io_fan.png
Scale bar: 50 µm.
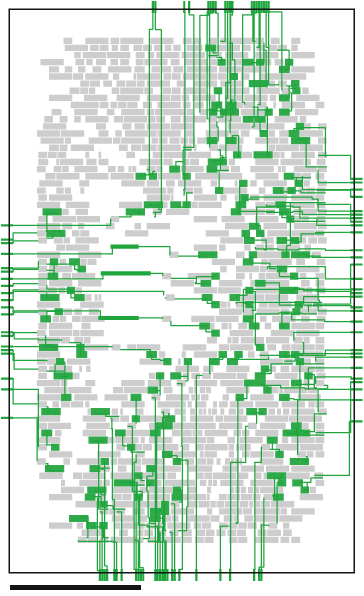
layer_met1.png
Scale bar: 50 µm. Supply wires on this layer in gray. Cells faint in the background.
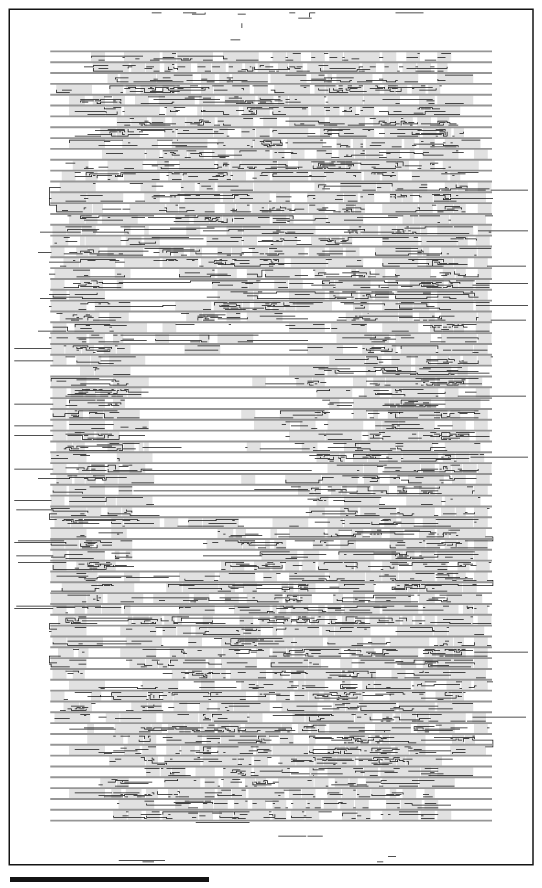
flops_by_reg.png
Scale bar: 50 µm. Other sequential cells in the stronger gray, the rest of the logic in the fainter gray.
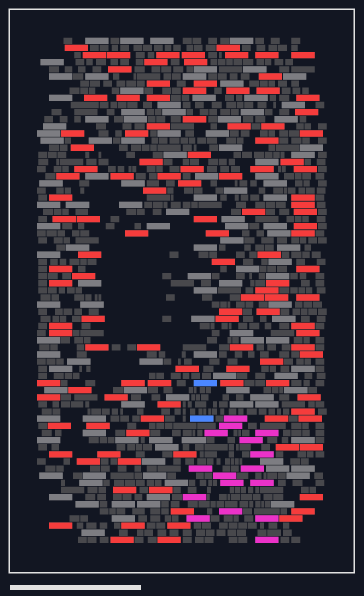
==> config.mk <==
export PLATFORM = sky130hd
export DESIGN_NAME = skid_pipeline_reg
export DESIGN_NICKNAME = d
export VERILOG_FILES = /design/src/rtl/pipeline_pkg.sv /design/src/rtl/sat_counter.sv /design/src/rtl/skid_pipeline_reg.sv
export SDC_FILE = /design/constraint.sdc
export NUM_CORES = 1
export LEC_CHECK = 0
export CORE_ASPECT_RATIO = 1.75
export CORE_MARGIN = 10
export CORE_UTILIZATION = 49
export CTS_CLUSTER_SIZE = 20
export DETAILED_ROUTE_END_ITERATION = 10
export GPL_TIMING_DRIVEN = 0
export PLACE_DENSITY = 0.84
export SYNTH_ARGS = -nofsm -noshare
export SYNTH_HDL_FRONTEND = slang
export SYNTH_SLANG_ARGS = --single-unit
export TNS_END_PERCENT = 10
==> constraint.sdc <==
create_clock -name CLK -period 2.4 [get_ports CLK]
set_input_delay 0.6 -clock CLK [delete_from_list [all_inputs] [get_ports CLK]]
set_output_delay 0.6 -clock CLK [all_outputs]
set_load 0.02 [all_outputs]
==> impl_metrics.yaml <==
# generated from flow reports
hold_path:
  hold-path-cell-count: 1
critical_path:
  crit_buf_inv: 1
  cp-start-kind: "register"
  end_kind: "output port"
  slowest_delay_ns: 0.65
sta:
  setup_violations: 0
  fin_crit_ns: 2.34
  hold_viol_final: 0
  slew_viol_final: 0
  worst_slew_pin_slew_ns: 0.675
  max_freq_mhz: 426
route:
  drtIter0Drc: 415
  vias_per_cell: 5.51
  ant_nets: 0
  drt-wirelength-per-cell_um: 21.2
synth:
  yosysUniqueCellTypes: 35
  ys_ff: 259
  flop_cell: "dfrtp_1"
  yosys-top-cells-count: "dfrtp_1 (258), a21o_1 (120), a22o_1 (120)"
  top_cells_by_area: "dfrtp_1 (61%), a22o_1 (9.9%), mux2_2 (9.7%)"
  top_area_frac: 0.610
  avgSynthCellArea_um2: 14.3
  async_flop_share: 1.00
  synth-seq-area-share: 0.613
clock_network:
  clock_latency_ns: 0.53
  clock_sinks: 259
floorplan:
  core-area_um2: 21400
cells_and_area:
  n_all_buffers: 319
  layout-drive-gt1-share: 0.166
  comb_area_frac: 0.262
  fin_cells: 1343
  area_growth_pct: 36.5
  comb_cells: 425
  comb_area_um2: 3780
  flops: 259
  fill_cells: 1524
  lay_top_count: "clkdlybuf4s50_1"
pwr:
  vdd_drop_max_uv: 552
  leakage_nw: 7.03
  pwr_density_cell_nw_per_um2: 842
placed_design:
  dpl.hpwl_mm: 21.0
  numPlacedInstances: 1296
run:
  warnings: 30
run_status:
  outcome: "finished, final reports clean"
Notes on io_fan.png above:
- green: IN_DATA (bits 96; direction input; end cells 192; buffers 96; wire 4780 µm)
I/O pins: 263
Port Buffers: 262

Notes on layer_met1.png above:
- wire length on this layer: 9890 µm
- longest straight run: 44.2 µm
- nets with wire on the layer: 1027
via count: 7396
met1 track demand over resource: 0.209
Routed Wire Length: 28.4 mm

Notes on flops_by_reg.png above:
- red: r_main (flops 120; where spread over the die)
- blue: r_state (flops 2)
- magenta: u_stall_cnt.cnt (flops 16)
Seq/total area: 0.449
Reg area: 6480 µm²
share of the core filled with cells: 0.674
Seq power: 5.75 mW

-- repair_timing --
item                                    4_1_cts  5_1_grt
endpoints found under the setup margin        2       70
endpoints found under the hold margin         6        0
gates cloned                                  0        0
pin swaps                                     0        0
gates resized                                 1        5
hold buffers                                  1        0
-- logic make-up (layout without fill, tap and decap cells) --
| group | count (synthesis) | after routing | synth area share |
|---|---|---|---|
| other | 0 | 5 | 0 |
| AND/OR/NAND/NOR | 43 | 43 | 0.0276 |
| adder cells (fa/ha/maj) | 1 | 1 | 0.00118 |
| XOR/XNOR | 13 | 13 | 0.0108 |
| AND-OR/OR-AND | 247 | 247 | 0.188 |
| buffers and inverters | 56 | 362 | 0.0310 |
| flip-flops | 259 | 259 | 0.613 |
| multiplexers | 121 | 121 | 0.129 |
-- power groups by stage --
stage	clock [mW]	combinational (mW)	sequential (mW)
floorplan	0	0.916	6.13
global placement	0	2.54	5.77
detailed placement	0	2.62	5.82
CTS	3.89	2.63	5.74
global route	4.06	2.77	5.85
finish	3.82	2.58	5.75
-- metrics by stage --
step | utilization | instance area [µm²] | setup slack [ns] | hold WS, ns
CTS | 0.674 | 14400 | 0.0309 | 0.478
global placement | 0.634 | 13600 | -10.20 | 0.457
detailed placement | 0.637 | 13600 | -0.548 | 0.464
global route | 0.674 | 14400 | -0.0528 | 0.488
finish | 0.674 | 14400 | 0.0550 | 0.474
floorplan | - | 10600 | 0.457 | 0.304
-- layer usage --
layer	wire length [µm]	vias up	track usage
met1	9890	3744	0.209
met5	40	-	0
met2	15000	218	0.352
met4	1320	6	0.105
li1	-	3347	-
met3	2160	81	0.0510
Power is estimated from default activity; no workload was simulated.
